## config.mk

```make
export PLATFORM = sky130hd
export DESIGN_NAME = spi_slave_regs
export DESIGN_NICKNAME = d
export VERILOG_FILES = /design/src/rtl/spi_pkg.sv /design/src/rtl/spi_slave_sync.sv /design/src/rtl/spi_slave_regs.sv
export SDC_FILE = /design/constraint.sdc
export NUM_CORES = 1
export LEC_CHECK = 0
export CAP_MARGIN = 20
export CORE_ASPECT_RATIO = 0.5
export CORE_MARGIN = 10
export CORE_UTILIZATION = 50
export CTS_CLUSTER_SIZE = 10
export DETAILED_ROUTE_END_ITERATION = 8
export PLACE_DENSITY = 0.75
export REMOVE_ABC_BUFFERS = 1
export SLEW_MARGIN = 20
export SYNTH_ARGS = -nofsm -noshare
export SYNTH_HDL_FRONTEND = slang
export SYNTH_SLANG_ARGS = --single-unit
export TNS_END_PERCENT = 30
```

## constraint.sdc

```tcl
create_clock -name i_sys_clk -period 6.55 [get_ports i_sys_clk]
set_input_delay 1.31 -clock i_sys_clk [delete_from_list [all_inputs] [get_ports i_sys_clk]]
set_output_delay 1.31 -clock i_sys_clk [all_outputs]
set_load 0.005 [all_outputs]
```

## src/rtl/spi_pkg.sv

```systemverilog
`default_nettype none
// ============================================================================
//  Module      : spi_pkg
//  Description : Shared types, command-field constants and SPI mode helpers
//                for the spi_slave_regs register-file target.
//  Revision    : 1.0 - initial release
// ============================================================================
package spi_pkg;

    // Frame-level protocol states of the target
    typedef enum logic [1:0] {
        ST_IDLE  = 2'd0,
        ST_CMD   = 2'd1,
        ST_WDATA = 2'd2,
        ST_RDATA = 2'd3
    } state_e;

    // Command byte layout: write flag and start-address field position
    localparam int CMD_WR_BIT   = 7;
    localparam int CMD_ADDR_LSB = 0;

    // Data is sampled on the rising SCK edge when CPOL and CPHA agree,
    // otherwise on the falling edge.
    function automatic logic sample_on_rising(input logic cpol, input logic cpha);
        return (cpol == cpha);
    endfunction

endpackage
`default_nettype wire

```

## src/rtl/spi_slave_sync.sv

```systemverilog
`default_nettype none
// ============================================================================
//  Module      : spi_slave_sync
//  Description : Two-flop synchronisers for SCK/SS/MOSI plus SCK sample/shift
//                edge and SS edge detection in the system clock domain.
//  Revision    : 1.0 - initial release
// ============================================================================
module spi_slave_sync
    import spi_pkg::*;
#(
    parameter bit CPOL = 1'b0,
    parameter bit CPHA = 1'b0
) (
    input  logic i_sys_clk,
    input  logic i_sys_rst,
    input  logic i_SCK,
    input  logic i_SS,
    input  logic i_MOSI,
    output logic o_sample_edge,
    output logic o_shift_edge,
    output logic o_ss_fall,
    output logic o_ss_rise,
    output logic o_mosi_s,
    output logic o_ss_s
);

    localparam bit SAMPLE_RISE = sample_on_rising(CPOL, CPHA);

    logic sck_meta_q, sck_sync_q, sck_prev_q;
    logic ss_meta_q,  ss_sync_q,  ss_prev_q;
    logic mosi_meta_q, mosi_sync_q;
    logic w_sck_rise, w_sck_fall;

    // Synchronise the pins and keep one extra sample of SCK/SS for edge detection
    always_ff @(posedge i_sys_clk) begin
        if (i_sys_rst) begin
            sck_meta_q  <= CPOL;
            sck_sync_q  <= CPOL;
            sck_prev_q  <= CPOL;
            ss_meta_q   <= 1'b1;
            ss_sync_q   <= 1'b1;
            ss_prev_q   <= 1'b1;
            mosi_meta_q <= 1'b0;
            mosi_sync_q <= 1'b0;
        end else begin
            sck_meta_q  <= i_SCK;
            sck_sync_q  <= sck_meta_q;
            sck_prev_q  <= sck_sync_q;
            ss_meta_q   <= i_SS;
            ss_sync_q   <= ss_meta_q;
            ss_prev_q   <= ss_sync_q;
            mosi_meta_q <= i_MOSI;
            mosi_sync_q <= mosi_meta_q;
        end
    end

    // Edges are visible combinationally after the second flop, so the
    // consumer registers them on the third system clock after the pin moved.
    assign w_sck_rise    =  sck_sync_q & ~sck_prev_q;
    assign w_sck_fall    = ~sck_sync_q &  sck_prev_q;
    assign o_sample_edge = SAMPLE_RISE ? w_sck_rise : w_sck_fall;
    assign o_shift_edge  = SAMPLE_RISE ? w_sck_fall : w_sck_rise;
    assign o_ss_fall     =  ss_prev_q & ~ss_sync_q;
    assign o_ss_rise     = ~ss_prev_q &  ss_sync_q;
    assign o_mosi_s      = mosi_sync_q;
    assign o_ss_s        = ss_sync_q;

endmodule
`default_nettype wire

```

## src/rtl/spi_slave_regs.sv

```systemverilog
`default_nettype none
// ============================================================================
//  Module      : spi_slave_regs
//  Description : SPI target exposing a byte-addressed register file. A command
//                byte selects read/write and start address; following data
//                bytes auto-increment the address with wrap-around.
//  Revision    : 1.0 - initial release
// ============================================================================
module spi_slave_regs
    import spi_pkg::*;
#(
    parameter bit CPOL   = 1'b0,
    parameter bit CPHA   = 1'b0,
    parameter int ADDR_W = 3
) (
    input  logic                       i_sys_clk,
    input  logic                       i_sys_rst,
    input  logic                       i_SCK,
    input  logic                       i_SS,
    input  logic                       i_MOSI,
    output logic                       o_MISO,
    output logic                       o_MISO_oe,
    output logic                       o_wr_pulse,
    output logic [ADDR_W-1:0]          o_wr_addr,
    output logic                       o_frame_done,
    output logic [8*(2**ADDR_W)-1:0]   o_regs
);

    localparam int NUM_REGS = 2**ADDR_W;

    logic w_sample_edge, w_shift_edge, w_ss_fall, w_ss_rise, w_mosi_s, w_ss_s;

    state_e              state_q, state_d;
    logic [2:0]          bit_cnt_q, bit_cnt_d;
    logic [7:0]          rx_q, rx_d;
    logic [7:0]          tx_q, tx_d;
    logic [ADDR_W-1:0]   addr_q, addr_d;
    logic [ADDR_W-1:0]   wr_addr_q, wr_addr_d;
    logic                skip_q, skip_d;
    logic                wr_pulse_q, wr_pulse_d;
    logic                frame_done_q, frame_done_d;
    logic [7:0]          regs_q [NUM_REGS];
    logic [7:0]          regs_d [NUM_REGS];

    logic [7:0]          w_rx_next;
    logic [ADDR_W-1:0]   w_cmd_addr;
    logic [ADDR_W-1:0]   w_addr_inc;

    spi_slave_sync #(
        .CPOL (CPOL),
        .CPHA (CPHA)
    ) u_sync (
        .i_sys_clk     (i_sys_clk),
        .i_sys_rst     (i_sys_rst),
        .i_SCK         (i_SCK),
        .i_SS          (i_SS),
        .i_MOSI        (i_MOSI),
        .o_sample_edge (w_sample_edge),
        .o_shift_edge  (w_shift_edge),
        .o_ss_fall     (w_ss_fall),
        .o_ss_rise     (w_ss_rise),
        .o_mosi_s      (w_mosi_s),
        .o_ss_s        (w_ss_s)
    );

    assign w_rx_next  = {rx_q[6:0], w_mosi_s};
    assign w_cmd_addr = w_rx_next[CMD_ADDR_LSB +: ADDR_W];
    assign w_addr_inc = addr_q + ADDR_W'(1);

    // Next-state logic for the frame FSM, shifters and register file
    always_comb begin
        state_d      = state_q;
        bit_cnt_d    = bit_cnt_q;
        rx_d         = rx_q;
        tx_d         = tx_q;
        addr_d       = addr_q;
        wr_addr_d    = wr_addr_q;
        skip_d       = skip_q;
        wr_pulse_d   = 1'b0;
        frame_done_d = 1'b0;
        regs_d       = regs_q;

        case (state_q)
            ST_IDLE: begin
                if (w_ss_fall) begin
                    state_d   = ST_CMD;
                    bit_cnt_d = 3'd0;
                    rx_d      = 8'h00;
                    tx_d      = 8'h00;
                    skip_d    = 1'b0;
                end
            end
            default: begin
                if (w_sample_edge) begin
                    rx_d      = w_rx_next;
                    bit_cnt_d = bit_cnt_q + 3'd1;
                    if (bit_cnt_q == 3'd7) begin
                        case (state_q)
                            ST_CMD: begin
                                addr_d = w_cmd_addr;
                                if (w_rx_next[CMD_WR_BIT]) begin
                                    state_d = ST_WDATA;
                                end else begin
                                    state_d = ST_RDATA;
                                    tx_d    = regs_q[w_cmd_addr];
                                    skip_d  = 1'b1;
                                end
                            end
                            ST_WDATA: begin
                                regs_d[addr_q] = w_rx_next;
                                wr_pulse_d     = 1'b1;
                                wr_addr_d      = addr_q;
                                addr_d         = w_addr_inc;
                            end
                            default: begin
                                tx_d   = regs_q[w_addr_inc];
                                skip_d = 1'b1;
                                addr_d = w_addr_inc;
                            end
                        endcase
                    end
                end
                // The first shift edge after a reload only exposes the MSB,
                // so the freshly loaded byte is not shifted away early.
                if (w_shift_edge) begin
                    if (skip_q) begin
                        skip_d = 1'b0;
                    end else begin
                        tx_d = {tx_q[6:0], 1'b0};
                    end
                end
            end
        endcase

        // Frame end wins over the state update but keeps a write completed
        // on the same cycle; any partial byte is simply dropped.
        if (w_ss_rise) begin
            state_d      = ST_IDLE;
            frame_done_d = 1'b1;
            bit_cnt_d    = 3'd0;
            rx_d         = 8'h00;
            tx_d         = 8'h00;
            skip_d       = 1'b0;
        end
    end

    // State and datapath registers
    always_ff @(posedge i_sys_clk) begin
        if (i_sys_rst) begin
            state_q      <= ST_IDLE;
            bit_cnt_q    <= 3'd0;
            rx_q         <= 8'h00;
            tx_q         <= 8'h00;
            addr_q       <= '0;
            wr_addr_q    <= '0;
            skip_q       <= 1'b0;
            wr_pulse_q   <= 1'b0;
            frame_done_q <= 1'b0;
            regs_q       <= '{default: 8'h00};
        end else begin
            state_q      <= state_d;
            bit_cnt_q    <= bit_cnt_d;
            rx_q         <= rx_d;
            tx_q         <= tx_d;
            addr_q       <= addr_d;
            wr_addr_q    <= wr_addr_d;
            skip_q       <= skip_d;
            wr_pulse_q   <= wr_pulse_d;
            frame_done_q <= frame_done_d;
            regs_q       <= regs_d;
        end
    end

    generate
        for (genvar k = 0; k < NUM_REGS; k++) begin : g_regs_flat
            assign o_regs[8*k +: 8] = regs_q[k];
        end
    endgenerate

    assign o_MISO       = tx_q[7];
    assign o_MISO_oe    = ~w_ss_s;
    assign o_wr_pulse   = wr_pulse_q;
    assign o_wr_addr    = wr_addr_q;
    assign o_frame_done = frame_done_q;

endmodule
`default_nettype wire

```

==> out/results.ini, run 1 <==
[yosys]
synthSimpleGateAreaFrac = 0.160
synthMuxAreaShare = 0.254
avgSynthCellArea_um2 = 9.24
synthTopCellsByCount = dfxtp_1, nor2_1, mux2i_1
compound_area_frac = 0.126
top_cell = dfxtp_1
ys.flops = 101
yosysUniqueCellTypes = 46
synthXorXnorAreaFrac = 0.00342
ys_seq_frac = 0.395
area_leaders = dfxtp_1, mux2i_1, mux4_2, mux2_2, nor2_1
syn_inst = 554

[setup_path]
cp_slowest_stage_delay_ps = 570
endpoint = o_regs[43]
cp_cell_sequence = inv_1 -> ha_1 -> and4bb_1 -> and3_1 -> nand3b_1 -> mux2i_1 -> nor2_1
cp-end-kind = register
path_class = reg -> reg
reg2reg_to = o_regs[43]
worstPathArrival_ps = 3130
crit_path_start_kind = register
cp.depth = 7
critical_path_buf_inv_count = 1

[clock_network]
cts_buffer_depth = 2
clk_latency_ps = 350
cts_repair_resize_count = 0
cts.sinks = 101
htree_levels = 3
cts_inserted_buffers = 9

[layout]
area_delta_synth_final_pct = 20.1
drive_gt1_frac = 0.127
regArea_um2 = 2020
fillers = 823
final_area_um2 = 6150

[global_route]
use_met2 = 0.296
grt_max_degree = 53
use_met1 = 0.270
antenna_found_initial = 0
grt-busiest-layer = met2
use_met3 = 0.0541

[routing]
vias_per_cell = 6.10
met1Wirelength_um = 6910
top_layer_used = met4
route.detailed.drc = 0
met2WireLength_um = 6690

[place]
place_ws_ps = 3360
placed_area_um2 = 5870
dp_cells = 718
finalWeightedCongestion = 0.949

[pwr]
p_int_uw = 917
ir_drop_uv = 126
pg_comb_uw = 96.6
power.share.clock = 0.413
finalPower_uw = 1220
power_leader = registers
power_leakage_uw = 0.00241
comb_power_share = 0.079
pwr-share-seq = 0.508
pg_clk_uw = 504

[timing]
setup_ws_ps = 3640
tns_ps = 0
min_period_ps = 2910
tightest_slew_ps = 991
hold_viol = 0
final-setup-viol-count = 0

[status]
status = finished, final reports clean

[flow_run]
maxCapViolCount = 0

[floorplanning]
die_h_um = 91.5
chipArea_um2 = 14900
fp_util = 0.528

[min_path]
whs_path_depth = 1
min_to = u_sync.o_ss_s

-- run 1: cell type report --
cell class | count | share of cell area
multi-input combinational | 393 | 0.465
sequential | 101 | 0.329
timing repair buffer | 81 | 0.129
clock buffer | 11 | 0.0395
tap | 135 | 0.0275
clock inverter | 4 | 0.00549
inverter | 8 | 0.00488
-- run 1: cells in the final DEF, fill, tap and decap left out, types with 8 or more instances in the layout --
master and instances:
a21oi_1 38, nor2_1 84, mux2_2 28, mux2i_1 58, nand2b_1 8, dfxtp_1 101, nand3_1 13, mux4_2 18
a22oi_1 21, clkdlybuf4s50_1 74, clkbuf_16 9, nand2_1 43, nor2b_1 9, inv_1 8, o21ai_0 18
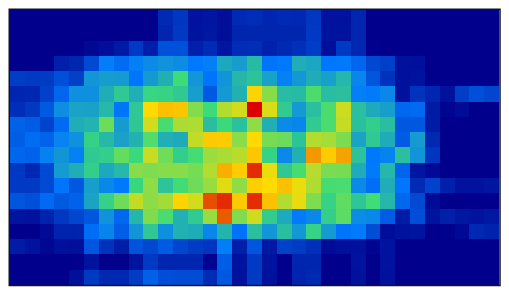
*Wiring heat map, run 1*
Scale: 3 px per um. The die is cut into 33 by 18 equal tiles; dark blue is low, red is high, scaled to the fullest tile. Values are wire area over tile area, all layers added.
The densest ninth of the die: center. The mean over all tiles is 0.17. The emptiest ninth of the die: upper right. 16% of the tiles are over half the peak.
DR WL/cell: 20.9 um
vias: 4471
Routed WL: 15400 um
Global Route Usage Sum: 0.200

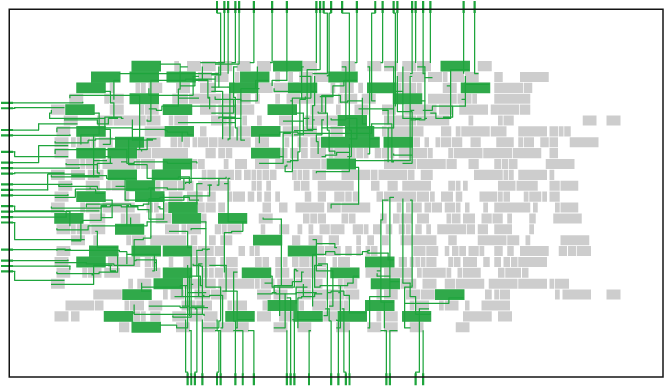
*Port wiring, run 1*
Scale: 4 px per um.
Key: green = o_regs [bits 64, direction output, edge 24 top, 21 bottom, 19 left, end cells 64, buffers 64, wire 3320 um]
IO buf count: 75
IO Count: 76

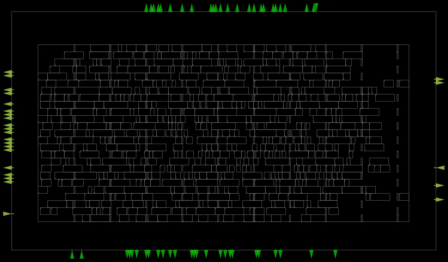
*Placed standard cells, run 1*
Cell Count, Final, Fillers Out: 733
Rows: 25

## Run 2: what changed since run 1
--- a/config.mk
+++ b/config.mk
@@ -8,10 +8,10 @@
 export CAP_MARGIN = 20
 export CORE_ASPECT_RATIO = 0.5
 export CORE_MARGIN = 10
-export CORE_UTILIZATION = 50
+export CORE_UTILIZATION = 49
 export CTS_CLUSTER_SIZE = 10
 export DETAILED_ROUTE_END_ITERATION = 8
-export PLACE_DENSITY = 0.75
+export PLACE_DENSITY = 0.76
 export REMOVE_ABC_BUFFERS = 1
 export SLEW_MARGIN = 20
 export SYNTH_ARGS = -nofsm -noshare
==> constraint.sdc (replaced) <==
create_clock -name i_sys_clk -period 2.42 [get_ports i_sys_clk]
set_input_delay 0.484 -clock i_sys_clk [delete_from_list [all_inputs] [get_ports i_sys_clk]]
set_output_delay 0.484 -clock i_sys_clk [all_outputs]
set_load 0.005 [all_outputs]
==> out/results.ini, run 2 <==
[routing]
top_layer_used = met4  ; unchanged
drt_wl_total_um = 14900  ; was 15400 um
met2WireLength_um = 6850  ; was 6690 um
wire_per_inst_um = 19.7  ; was 20.9 um
num_vias = 4479  ; was 4471

[setup_path]
path_class = reg -> reg  ; unchanged
endpoint = o_regs[39]  ; was o_regs[43]
worstPathArrival_ps = 2450  ; was 3130 ps
reg2reg_to = o_regs[39]  ; was o_regs[43]
cp-end-kind = register  ; unchanged

[place]
dp_cells = 742  ; was 718
io_buffers = 75  ; unchanged
finalWeightedCongestion = 0.987  ; was 0.949

[pwr]
pwr-share-seq = 0.466  ; was 0.508
p_int_uw = 2780  ; was 917 uW
power_leader = registers  ; unchanged
pg_comb_uw = 281  ; was 96.6 uW

[floorplanning]
die_h_um = 92.3  ; was 91.5 um
chipArea_um2 = 15200  ; was 14900 um2
fp-row-count = 26  ; was 25
fp_util = 0.503  ; was 0.528

[global_route]
grt_max_degree = 53  ; unchanged
use_met3 = 0.0531  ; was 0.0541
antenna_found_initial = 0  ; unchanged

[timing]
tightest_slew_ps = 908  ; was 991 ps
final-setup-viol-count = 0  ; unchanged

[yosys]
syn_inst = 554  ; unchanged
ys.flops = 101  ; unchanged
synthMuxAreaShare = 0.254  ; unchanged
synthSimpleGateAreaFrac = 0.160  ; unchanged

[layout]
final_common_cell = dfxtp_1  ; unchanged
fillers = 828  ; was 823

[min_path]
whs_path_depth = 1  ; unchanged

[clock_network]
cts_buffer_depth = 2  ; unchanged
htree_levels = 3  ; unchanged

[status]
status = finished, final reports clean  ; unchanged

-- run 2: area by class of cell --
class	count	share of cell area
inverters	8	0.00470
clock buffers	10	0.0358
clock inverters	6	0.0174
flip-flops and latches	101	0.316
well taps	140	0.0274
multi-input cells	393	0.448
repair buffers	100	0.150
-- run 2: through the flow --
step                setup slack (ps)  utilization  power, uW  cell area, um2  setup TNS [ps]
CTS                             7.53        0.627       3620            6380               0
floorplan                      -60.6            -       1880            4910            -101
finish                           181        0.627       3610            6390               0
detailed placement              81.7        0.593       1990            6040               0
global route                    76.3        0.627       3710            6390               0
global placement                 127        0.593       1980            6040               0
-- run 2: timing repair --
| action | 4_1_cts | 5_1_grt |
|---|---|---|
| endpoints found under the setup margin | 0 | 16 |
| gates resized | 0 | 2 |
| hold endpoints to repair | 0 | 0 |
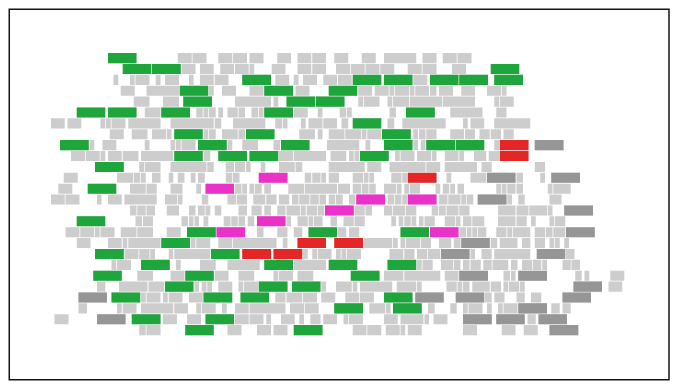
*Where the registers sit, run 2*
Scale: 4 px per um. Other sequential cells in the stronger gray, the rest of the logic in the fainter gray.
Key: green = o_regs [sequential cells 64]; magenta = tx_q [sequential cells 8, where center]; red = rx_q [sequential cells 7]
Another 22 sequential cells are not colored.
Flop area: 2020 um2
Seq group: 1680 uW

Power is estimated from default activity; no workload was simulated.
